`config.mk`:
```
export PLATFORM = sky130hd
export DESIGN_NAME = regfile_write_bank_flat
export DESIGN_NICKNAME = d
export VERILOG_FILES = /design/src/rtl/regfile_write_bank_if.sv /design/src/rtl/regfile_write_bank.sv /design/src/flat_wrapper.sv
export SDC_FILE = /design/constraint.sdc
export NUM_CORES = 2
export LEC_CHECK = 0
export CAP_MARGIN = 20
export CORE_AREA = 2 2 411 413
export DETAILED_ROUTE_END_ITERATION = 8
export DIE_AREA = 0 0 413 415
export PLACE_DENSITY = 0.53
export SETUP_SLACK_MARGIN = 0.02
export SLEW_MARGIN = 15
export SYNTH_ARGS = -nofsm -noshare
export SYNTH_HDL_FRONTEND = slang
export SYNTH_SLANG_ARGS = --single-unit
```
`constraint.sdc`:
```
create_clock -name clk -period 44.8 [get_ports clk]
set_clock_uncertainty 0.05 [all_clocks]
set_input_delay 8.96 -clock clk [delete_from_list [all_inputs] [get_ports clk]]
set_output_delay 8.96 -clock clk [all_outputs]
set_load 0.005 [all_outputs]
```
`src/rtl/regfile_write_bank_if.sv`:
```
// Write/clear handshake and flat register readout bundle for regfile_write_bank.
// master = write requester, slave = register bank.
interface regfile_write_bank_if #(
  parameter int BUS_WIDTH = 32,
  parameter int SEL       = 5
);
  logic                            wr_valid;
  logic [SEL-1:0]                  wr_addr;
  logic [BUS_WIDTH-1:0]            wr_data;
  logic                            wr_ready;
  logic                            clr_req;
  logic                            clr_busy;
  logic                            clr_done;
  logic [BUS_WIDTH*(2**SEL)-1:0]   Dout;

  modport master (
    output wr_valid, wr_addr, wr_data, clr_req,
    input  wr_ready, clr_busy, clr_done, Dout
  );

  modport slave (
    input  wr_valid, wr_addr, wr_data, clr_req,
    output wr_ready, clr_busy, clr_done, Dout
  );
endinterface

```
`src/rtl/regfile_write_bank.sv`:
```
// Register-file write bank: 1-cycle write latency; wr_ready drops during the 2**SEL-cycle clear or on clr_req.
// REGFILE_ZERO_REG_EN makes register 0 read as constant zero (writes to it are accepted and discarded).
module regfile_write_bank #(
  parameter int BUS_WIDTH = 32,
  parameter int SEL       = 5
) (
  input  logic                 clk,
  input  logic                 rst,
  regfile_write_bank_if.slave  bus
);
  localparam int NREG = 2**SEL;

  typedef enum logic {IDLE, CLEAR} state_e;

  state_e               state_q, state_d;
  logic [SEL-1:0]       cnt_q, cnt_d;
  logic [BUS_WIDTH-1:0] regs_q [NREG];

  logic                 wr_ready;
  logic                 clr_busy;
  logic                 clr_done;
  logic                 wr_en;
  logic                 clr_en;
  logic [BUS_WIDTH*NREG-1:0] dout;

  always_comb begin
    state_d  = state_q;
    cnt_d    = cnt_q;
    wr_ready = 1'b0;
    clr_busy = 1'b0;
    clr_done = 1'b0;
    wr_en    = 1'b0;
    clr_en   = 1'b0;
    case (state_q)
      IDLE: begin
        wr_ready = !bus.clr_req;
        if (bus.clr_req) begin
          // Clear wins over a coincident write request.
          state_d = CLEAR;
          cnt_d   = '0;
        end else begin
          wr_en = bus.wr_valid;
        end
      end
      CLEAR: begin
        clr_busy = 1'b1;
        clr_en   = 1'b1;
        cnt_d    = cnt_q + 1'b1;
        if (cnt_q == {SEL{1'b1}}) begin
          clr_done = 1'b1;
          state_d  = IDLE;
        end
      end
      default: state_d = IDLE;
    endcase
`ifdef REGFILE_ZERO_REG_EN
    // Register 0 never loads; it only ever sees reset/clear zeros.
    if (bus.wr_addr == '0) wr_en = 1'b0;
`endif
  end

  always_ff @(posedge clk or posedge rst) begin
    if (rst) begin
      state_q <= IDLE;
      cnt_q   <= '0;
    end else begin
      state_q <= state_d;
      cnt_q   <= cnt_d;
    end
  end

  always_ff @(posedge clk or posedge rst) begin
    if (rst) begin
      for (int i = 0; i < NREG; i++) regs_q[i] <= '0;
    end else if (clr_en) begin
      regs_q[cnt_q] <= '0;
    end else if (wr_en) begin
      regs_q[bus.wr_addr] <= bus.wr_data;
    end
  end

  always_comb begin
    dout = '0;
    for (int i = 0; i < NREG; i++) dout[i*BUS_WIDTH +: BUS_WIDTH] = regs_q[i];
  end

  assign bus.wr_ready = wr_ready;
  assign bus.clr_busy = clr_busy;
  assign bus.clr_done = clr_done;
  assign bus.Dout     = dout;
endmodule

```
`src/flat_wrapper.sv`:
```
// flat-port wrapper written by rule: the top's interface ports become plain ports
module regfile_write_bank_flat 
#(
  parameter int BUS_WIDTH = 32,
  parameter int SEL       = 5
)
  (clk, rst, bus_wr_valid, bus_wr_addr, bus_wr_data, bus_clr_req, bus_wr_ready, bus_clr_busy, bus_clr_done, bus_Dout);
  regfile_write_bank_if #(.BUS_WIDTH(BUS_WIDTH), .SEL(SEL)) bus_i ();
  input  logic clk;
  input  logic rst;
  input wire logic [$bits(bus_i.wr_valid)-1:0] bus_wr_valid;
  input wire logic [$bits(bus_i.wr_addr)-1:0] bus_wr_addr;
  input wire logic [$bits(bus_i.wr_data)-1:0] bus_wr_data;
  input wire logic [$bits(bus_i.clr_req)-1:0] bus_clr_req;
  output wire logic [$bits(bus_i.wr_ready)-1:0] bus_wr_ready;
  output wire logic [$bits(bus_i.clr_busy)-1:0] bus_clr_busy;
  output wire logic [$bits(bus_i.clr_done)-1:0] bus_clr_done;
  output wire logic [$bits(bus_i.Dout)-1:0] bus_Dout;
  assign bus_i.wr_valid = bus_wr_valid;
  assign bus_i.wr_addr = bus_wr_addr;
  assign bus_i.wr_data = bus_wr_data;
  assign bus_i.clr_req = bus_clr_req;
  assign bus_wr_ready = bus_i.wr_ready;
  assign bus_clr_busy = bus_i.clr_busy;
  assign bus_clr_done = bus_i.clr_done;
  assign bus_Dout = bus_i.Dout;
  regfile_write_bank #(.BUS_WIDTH(BUS_WIDTH), .SEL(SEL)) u_core (.clk(clk), .rst(rst), .bus(bus_i));
endmodule
```
==> impl_metrics.tcl <==
# yosys + openroad results
set metrics [dict create \
    wirelength_mm 184 \
    finalCritPeriodShare 0.441 \
    power_mw 2.30 \
    vias_per_cell 4.98 \
    final-hold-violation-count 0 \
    grt_pass1_vias 28400 \
    final_common_cell "clkdlybuf4s50_1" \
    dr_wl_met2_mm 87.8 \
    p_sw_uw 642 \
    io_buffers 1067 \
    cp_top_family "buffers and inverters" \
    comb_share 0.190 \
    outcome "complete, no violations" \
    hold_depth 1 \
    die.size.y_um 415 \
    power_per_cell_area_nw_per_um2 42.6 \
    wl_met1_mm 73.2 \
    finalInstanceArea_um2 54000 \
    coreArea_um2 167000 \
    use_met3 0.0596 \
    drv_slew 0 \
    io_pins 1068 \
    cts_inserted_buffers 114 \
    inv_count 4 \
    fp_nets 2546 \
    drt-initial-drc-count 2602 \
    grt.overflow.total 0 \
    reg2reg_slack_ns 41.50 \
    post-route-util 0.324 \
]
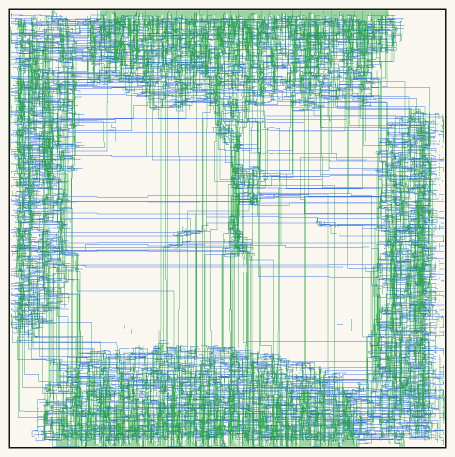
Fig. 1. Routed metal, one colour a layer.
Two of the layers only.
colour	layer	wire length
blue	M1	73.2 mm
green	M2	87.8 mm

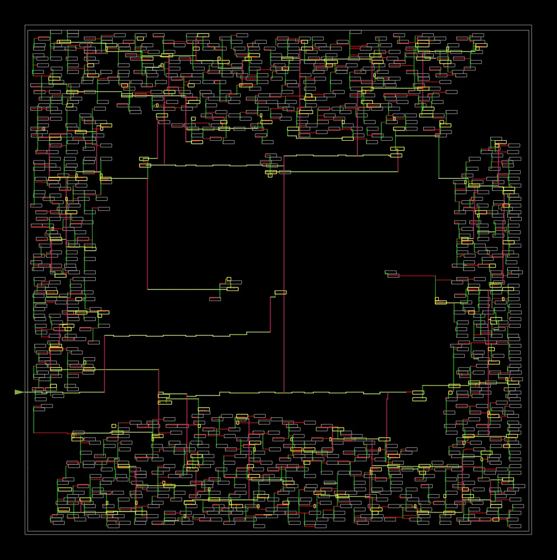
Fig. 2. Clock routing.
Clk Latency, worst-skew pair: 0.76 ns
# clk buffers: 175
CTS sink cnt: 1030

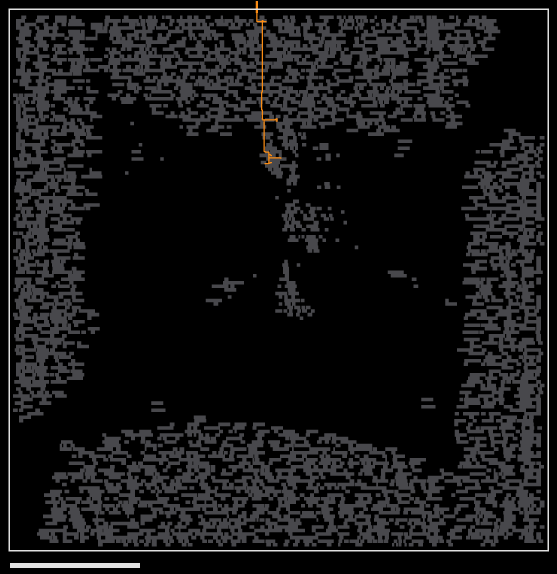
Fig. 3. Port wiring.
Bar = 100 µm.
colour	port	direction	edge	end cells	buffers	wire
orange	`bus_wr_ready`	output	top	1	1	161 µm

